==> src/rtl/hdb3_tx_sequencer_if.sv <==
// Bundle of the frame handshake, encoder hook-up and status lines of hdb3_tx_sequencer.
// The master side drives the frame; the slave side is the sequencer itself.
interface hdb3_tx_sequencer_if #(
   parameter int WORD_W = 8,
   parameter int LEN_W  = 8
);
   logic              start;
   logic [LEN_W-1:0]  frame_words;
   logic [WORD_W-1:0] in_data;
   logic              in_valid;
   logic              in_ready;
   logic              enc_valid;
   logic              origin_data;
   logic              en;
   logic              busy;
   logic              done;
   logic              underrun;
   logic              timeout;

   modport master (
      output start, frame_words, in_data, in_valid, enc_valid,
      input  in_ready, origin_data, en, busy, done, underrun, timeout
   );

   modport slave (
      input  start, frame_words, in_data, in_valid, enc_valid,
      output in_ready, origin_data, en, busy, done, underrun, timeout
   );
endinterface

==> src/rtl/hdb3_tx_sequencer.sv <==
// Frame sequencer feeding an HDB3 encoder: serializes words MSB-first, then flushes
// zeros until the encoder has emitted one symbol per source bit or the flush times out.
module hdb3_tx_sequencer #(
   parameter int WORD_W    = 8,
   parameter int LEN_W     = 8,
   parameter int FLUSH_MAX = 16
) (
   input  logic                 clk,
   input  logic                 rst,
   hdb3_tx_sequencer_if.slave   bus
);
   localparam int TOT_W = LEN_W + $clog2(WORD_W) + 1;
   localparam int BL_W  = $clog2(WORD_W + 1);
   localparam int FC_W  = $clog2(FLUSH_MAX + 1);

   localparam logic [FC_W-1:0] FLUSH_LIM = FC_W'(FLUSH_MAX);
   localparam logic [BL_W-1:0] WORD_BITS = BL_W'(WORD_W);

   typedef enum logic [1:0] {
      S_IDLE  = 2'd0,
      S_SHIFT = 2'd1,
      S_FLUSH = 2'd2
   } state_t;

   state_t            r_state;
   state_t            w_next_state;

   logic [LEN_W-1:0]  r_words_left;
   logic [TOT_W-1:0]  r_total_bits;
   logic [TOT_W-1:0]  r_out_cnt;
   logic [WORD_W-1:0] r_word;
   logic [BL_W-1:0]   r_bits_left;
   logic [FC_W-1:0]   r_flush_cnt;
   logic              r_stalled;

   logic              r_origin;
   logic              r_en;
   logic              r_busy;
   logic              r_done;
   logic              r_underrun;
   logic              r_timeout;

   logic              w_in_ready;
   logic              w_load;
   logic              w_emit;
   logic              w_last_bit;
   logic              w_stall;
   logic              w_start_go;
   logic              w_start_zero;
   logic [TOT_W-1:0]  w_frame_bits;
   logic [TOT_W-1:0]  w_out_cnt_next;
   logic              w_flush_hit;
   logic              w_flush_to;
   logic              w_flush_exit;

   logic              w_origin_next;
   logic              w_en_next;
   logic              w_busy_next;
   logic              w_done_next;
   logic              w_underrun_next;
   logic              w_timeout_next;

   assign w_start_go   = (r_state == S_IDLE) && bus.start && (bus.frame_words != '0);
   assign w_start_zero = (r_state == S_IDLE) && bus.start && (bus.frame_words == '0);
   assign w_frame_bits = TOT_W'(bus.frame_words) * TOT_W'(WORD_W);

   // Ready while the word register is empty or on its last bit, so back-to-back
   // words stream without a gap on en.
   assign w_in_ready = (r_state == S_SHIFT) && (r_words_left != '0) && (r_bits_left <= BL_W'(1));
   assign w_load     = w_in_ready && bus.in_valid;
   assign w_emit     = (r_state == S_SHIFT) && (r_bits_left != '0);
   assign w_last_bit = w_emit && (r_bits_left == BL_W'(1)) && (r_words_left == '0);
   assign w_stall    = (r_state == S_SHIFT) && (r_bits_left == '0)
                       && (r_words_left != '0) && !w_load;

   // Symbols seen this cycle are counted before the flush exit test.
   assign w_out_cnt_next = ((r_state != S_IDLE) && bus.enc_valid && (r_out_cnt != r_total_bits))
                           ? r_out_cnt + TOT_W'(1) : r_out_cnt;
   assign w_flush_hit  = (w_out_cnt_next == r_total_bits);
   assign w_flush_to   = (r_flush_cnt == FLUSH_LIM);
   assign w_flush_exit = (r_state == S_FLUSH) && (w_flush_hit || w_flush_to);

   always_ff @(posedge clk or negedge rst) begin
      if (!rst) begin
         r_state <= S_IDLE;
      end else begin
         r_state <= w_next_state;
      end
   end

   always_comb begin
      w_next_state = r_state;
      case (r_state)
         S_IDLE:  if (w_start_go)   w_next_state = S_SHIFT;
         S_SHIFT: if (w_last_bit)   w_next_state = S_FLUSH;
         S_FLUSH: if (w_flush_exit) w_next_state = S_IDLE;
         default: w_next_state = S_IDLE;
      endcase
   end

   always_comb begin
      w_origin_next   = 1'b0;
      w_en_next       = 1'b0;
      w_done_next     = w_flush_exit || w_start_zero;
      w_timeout_next  = (r_state == S_FLUSH) && !w_flush_hit && w_flush_to;
      w_underrun_next = w_stall && !r_stalled;
      w_busy_next     = (r_state != S_IDLE) || (w_next_state != S_IDLE);
      if (w_emit) begin
         w_origin_next = r_word[WORD_W-1];
         w_en_next     = 1'b1;
      end else if ((r_state == S_FLUSH) && !w_flush_exit) begin
         w_en_next     = 1'b1;
      end
   end

   always_ff @(posedge clk or negedge rst) begin
      if (!rst) begin
         r_origin   <= 1'b0;
         r_en       <= 1'b0;
         r_busy     <= 1'b0;
         r_done     <= 1'b0;
         r_underrun <= 1'b0;
         r_timeout  <= 1'b0;
      end else begin
         r_origin   <= w_origin_next;
         r_en       <= w_en_next;
         r_busy     <= w_busy_next;
         r_done     <= w_done_next;
         r_underrun <= w_underrun_next;
         r_timeout  <= w_timeout_next;
      end
   end

   always_ff @(posedge clk or negedge rst) begin
      if (!rst) begin
         r_words_left <= '0;
         r_total_bits <= '0;
         r_out_cnt    <= '0;
         r_word       <= '0;
         r_bits_left  <= '0;
         r_flush_cnt  <= '0;
         r_stalled    <= 1'b0;
      end else if (w_start_go) begin
         r_words_left <= bus.frame_words;
         r_total_bits <= w_frame_bits;
         r_out_cnt    <= '0;
         r_bits_left  <= '0;
         r_flush_cnt  <= '0;
         r_stalled    <= 1'b0;
      end else begin
         r_out_cnt <= w_out_cnt_next;
         r_stalled <= w_stall;
         // A load on the last bit overwrites the shift; that bit is already registered.
         if (w_load) begin
            r_word       <= bus.in_data;
            r_bits_left  <= WORD_BITS;
            r_words_left <= r_words_left - LEN_W'(1);
         end else if (w_emit) begin
            r_word       <= {r_word[WORD_W-2:0], 1'b0};
            r_bits_left  <= r_bits_left - BL_W'(1);
         end
         if ((r_state == S_FLUSH) && !w_flush_exit) begin
            r_flush_cnt <= r_flush_cnt + FC_W'(1);
         end
      end
   end

   assign bus.in_ready    = w_in_ready;
   assign bus.origin_data = r_origin;
   assign bus.en          = r_en;
   assign bus.busy        = r_busy;
   assign bus.done        = r_done;
   assign bus.underrun    = r_underrun;
   assign bus.timeout     = r_timeout;
endmodule

==> src/flat_wrapper.sv <==
// flat-port wrapper written by rule: the top's interface ports become plain ports
module hdb3_tx_sequencer_flat 
#(
   parameter int WORD_W    = 8,
   parameter int LEN_W     = 8,
   parameter int FLUSH_MAX = 16
)
  (clk, rst, bus_start, bus_frame_words, bus_in_data, bus_in_valid, bus_enc_valid, bus_in_ready, bus_origin_data, bus_en, bus_busy, bus_done, bus_underrun, bus_timeout);
  hdb3_tx_sequencer_if #(.WORD_W(WORD_W), .LEN_W(LEN_W)) bus_i ();
  input  logic clk;
  input  logic rst;
  input wire logic [$bits(bus_i.start)-1:0] bus_start;
  input wire logic [$bits(bus_i.frame_words)-1:0] bus_frame_words;
  input wire logic [$bits(bus_i.in_data)-1:0] bus_in_data;
  input wire logic [$bits(bus_i.in_valid)-1:0] bus_in_valid;
  input wire logic [$bits(bus_i.enc_valid)-1:0] bus_enc_valid;
  output wire logic [$bits(bus_i.in_ready)-1:0] bus_in_ready;
  output wire logic [$bits(bus_i.origin_data)-1:0] bus_origin_data;
  output wire logic [$bits(bus_i.en)-1:0] bus_en;
  output wire logic [$bits(bus_i.busy)-1:0] bus_busy;
  output wire logic [$bits(bus_i.done)-1:0] bus_done;
  output wire logic [$bits(bus_i.underrun)-1:0] bus_underrun;
  output wire logic [$bits(bus_i.timeout)-1:0] bus_timeout;
  assign bus_i.start = bus_start;
  assign bus_i.frame_words = bus_frame_words;
  assign bus_i.in_data = bus_in_data;
  assign bus_i.in_valid = bus_in_valid;
  assign bus_i.enc_valid = bus_enc_valid;
  assign bus_in_ready = bus_i.in_ready;
  assign bus_origin_data = bus_i.origin_data;
  assign bus_en = bus_i.en;
  assign bus_busy = bus_i.busy;
  assign bus_done = bus_i.done;
  assign bus_underrun = bus_i.underrun;
  assign bus_timeout = bus_i.timeout;
  hdb3_tx_sequencer #(.WORD_W(WORD_W), .LEN_W(LEN_W), .FLUSH_MAX(FLUSH_MAX)) u_core (.clk(clk), .rst(rst), .bus(bus_i));
endmodule
==> config.mk <==
export PLATFORM = sky130hd
export DESIGN_NAME = hdb3_tx_sequencer_flat
export DESIGN_NICKNAME = d
export VERILOG_FILES = /design/src/rtl/hdb3_tx_sequencer_if.sv /design/src/rtl/hdb3_tx_sequencer.sv /design/src/flat_wrapper.sv
export SDC_FILE = /design/constraint.sdc
export NUM_CORES = 1
export LEC_CHECK = 0
export CAP_MARGIN = 30
export CORE_MARGIN = 2
export CORE_UTILIZATION = 52
export DETAILED_ROUTE_END_ITERATION = 16
export PLACE_DENSITY = 0.76
export SYNTH_ARGS = -nofsm -noshare
export SYNTH_HDL_FRONTEND = slang
export SYNTH_SLANG_ARGS = --single-unit
export TNS_END_PERCENT = 50
==> constraint.sdc <==
create_clock -name clk -period 2.5 [get_ports clk]
set_input_delay 0.375 -clock clk [delete_from_list [all_inputs] [get_ports clk]]
set_output_delay 0.375 -clock clk [all_outputs]
set_load 0.02 [all_outputs]
Gate-type map:
Drawn at 6 px/µm.
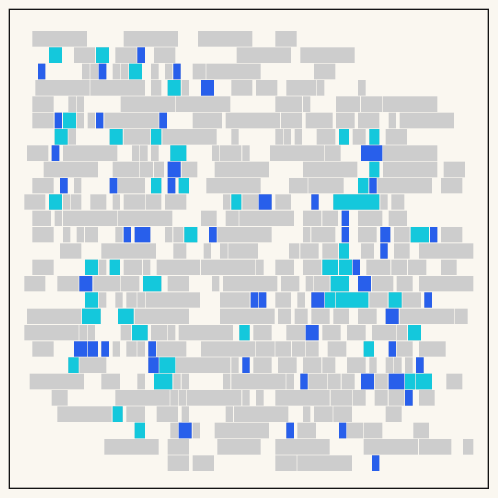
| family | colour | cells |
|---|---|---|
| NOR gates | blue | 50 |
| inverting AOI/OAI gates | cyan | 44 |
fin cells: 440
most frequent logic cell in the layout: nand2_1
Comb/total area: 0.4265

Register map, names as in the netlist:
Drawn at 4 px/µm.
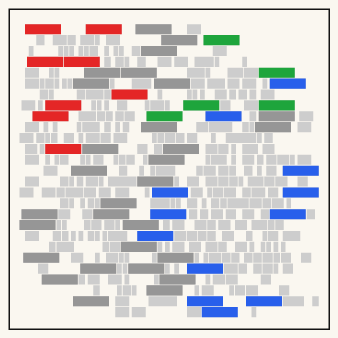
| name in the netlist | colour | flops |
|---|---|---|
| u_core.r_out_cnt | blue | 12 |
| u_core.r_word | red | 8 |
| u_core.r_flush_cnt | green | 5 |
seq pwr: 1440 µW
Seq/total area: 0.3782
Final Util: 0.6489
register area: 1351 µm²

Cell density map:
Drawn at 3 px/µm. 8 x 8 tiles, from dark purple (low) to yellow (high), 0 to 100% covered.
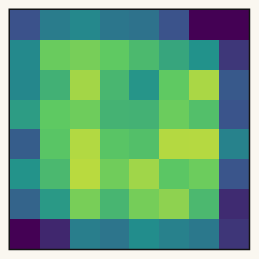
emptiest ninth of the die: top right
fullest tile: 89%
densest ninth of the die: middle
tiles over 75% full: 28%
mean over tiles: 55%
nearly empty tiles: 4.7%
core area: 5507 µm²
Pre-Place Util: 0.5399

The clock network:
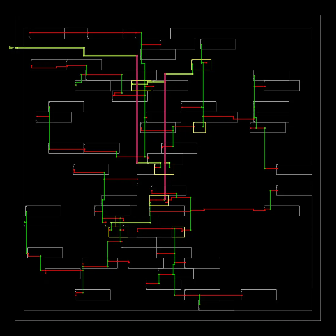
clkbuf count: 5
later-pin clock latency in the skew report: 310 ps
total CTS buffers: 5
clk pwr: 511 µW

==> results_slide.txt <==
Flow Results at a Glance

Synth
  • Syn avg cell area: 9.175 µm²
  • Most frequent cells after synthesis: 59 x nand2_1, 54 x dfrtp_1, 33 x nor2_1, 19 x xor2_1, 13 x a31oi_1
  • Post-synth cell types: 47
  • Most used flip-flop cell: dfrtp_1
  • Yosys warning count: 0
  • Syn Inst Count: 324
  • Cell count in the Yosys report: 324
  • YS chip area: 2973 µm²

Finish
  • Number of flip-flops in the largest register: 12
  • Synth-to-Final Area Change: 20.20%
  • Top reg by flops: u_core.r_out_cnt

CTS
  • CTS Sinks: 54
  • Buffer depth of the longest clock path: 2
  • Clock transition at path regs: 100 ps
  • H-tree levels: 2

Routing
  • Vias: 2498
  • DR WL/cell: 15.32 µm
  • # DRC: 0
  • Iter 0 DRT Violations: 104
  • First-pass detailed-route iteration total: 5
  • Drt via density: 5.677
  • Post-route ant nets: 0

Critical path
  • Cell Chain, Critical Path: ha_2, nand4_1, or4_4, xor2_2, nor2_1, or3_4, o211ai_4, mux2i_1
  • Kind of end point of the critical path: register
  • Startpoint Class: register
  • Slowest CP cell: or4_4
  • Crit path DAT: 2710 ps
  • Sum of buffers and inverters on the critical path: 0
  • Critical path's top delay family: simple AND/OR/NAND/NOR gates

Final timing
  • Tcrit/Tclk final: 0.9921
  • Worst Skew: 9.605 ps
  • Setup WS post-layout: 19.87 ps
  • Final setup violation count: 0
  • Worst-Margin Slew: 622.7 ps
  • RSZ-0062 raised after global routing: yes

GRT
  • Grt total ovfl: 0
  • Largest net degree at the start of global routing: 30
  • GRT Total Usage: 0.2358
  • Number of global-route vias before repair: 2445

Status
  • Outcome: finished, final reports clean

Placement
  • DP Wirelength: 4.901 mm
  • Routability cong.: 0.8849

Power and ir drop
  • Max VDD drop: 0.5729 mV
  • Tot Pwr: 3757 µW

Floorplan
  • Rows: 27
  • Die width: 79.61 µm
## routing by layer
metal | part of all wire | wire length, µm | GRT usage | vias to the layer above
met1 | 0.47 | 3148 | 0.3262 | 1219
met3 | 0.038 | 257 | 0.03507 | 8
li1 | - | - | - | 1211
met2 | 0.48 | 3258 | 0.3891 | 60
met5 | 0 | 0 | 0 | -
met4 | 0.011 | 76 | 0.06207 | 0
## repair_timing
action | 4_1_cts | 5_1_grt
pin swaps | 1 | 3
hold endpoints to repair | 0 | 0
endpoints found under the setup margin | 2 | 8
buffers inserted | 0 | 2
gates resized | 1 | 1
## worst paths after layout
kind / start / endpoint / slack [ps] / cells past startpoint
worst min register to register: u_core.r_stalled / u_core.bus.underrun / 410 / 1
worst min-delay path: rst / u_core.r_out_cnt[0] / 70 / 1
worst max-delay path: u_core.r_out_cnt[1] / u_core.r_flush_cnt[1] / 20 / 8
worst max register to register: u_core.r_out_cnt[1] / u_core.r_flush_cnt[1] / 20 / 8
max in group asynchronous: rst / u_core.r_words_left[5] / 1870 / 2
min in group clk: u_core.r_stalled / u_core.bus.underrun / 410 / 1
## where the power goes
| group | switching (µW) | internal, µW | total [µW] | leakage, µW |
|---|---|---|---|---|
| registers | 263 | 1180 | 1440 | 0.000690 |
| clock network | 308 | 203 | 511 | 0.0000447 |
| logic | 1040 | 768 | 1800 | 0.000926 |
## layout by cell type, fill, tap and decap left out, types with 3 or more instances in the layout
| cell | count |
|---|---|
| clkdlybuf4s50_1 | 25 |
| a21oi_1 | 6 |
| clkbuf_8 | 5 |
| ha_1 | 8 |
| nand3_1 | 9 |
| inv_1 | 12 |
| mux2i_1 | 5 |
| o31ai_1 | 3 |
| and4_1 | 3 |
| xor2_1 | 18 |
| nand2_1 | 59 |
| xnor2_1 | 11 |
| and3_1 | 4 |
| nor4_1 | 8 |
| dfrtp_1 | 54 |
| nor3_1 | 3 |
| o21ai_1 | 4 |
| o21ai_0 | 7 |
| nor2b_1 | 3 |
| nand4_1 | 9 |
| and2_1 | 3 |
| buf_4 | 22 |
| a31oi_1 | 13 |
| o211ai_1 | 3 |
| nor2_1 | 33 |
## logic make-up (layout without fill, tap and decap cells)
| group | count (synthesis) | in the layout | synth area share |
|---|---|---|---|
| flops | 54 | 54 | 0.4545 |
| xor+xnor | 30 | 30 | 0.08838 |
| compound gates | 52 | 52 | 0.1250 |
| simple gates | 146 | 146 | 0.2374 |
| mux | 6 | 6 | 0.02062 |
| fa+ha+maj | 9 | 9 | 0.03788 |
| buf+inv | 27 | 71 | 0.03619 |
## through the flow
step / instances / utilization
2_1_floorplan: 324 / -
3_3_place_gp: 430 / 0.6289
3_5_place_dp: 430 / 0.6289
4_1_cts: 438 / 0.6458
5_1_grt: 440 / 0.6489
6_report: 440 / 0.6489
## layout make-up
cell class                 instances  area [µm²]  area share
tap                               72       90.09     0.02521
sequential                        54        1351      0.3782
clock buffer                       5       68.82     0.01926
timing repair buffer              51       469.2      0.1313
inverter                          12       45.04     0.01261
multi-input combinational        243        1524      0.4265
clock inverter                     3       25.02    0.007003
Power and IR drop assume default switching activity.
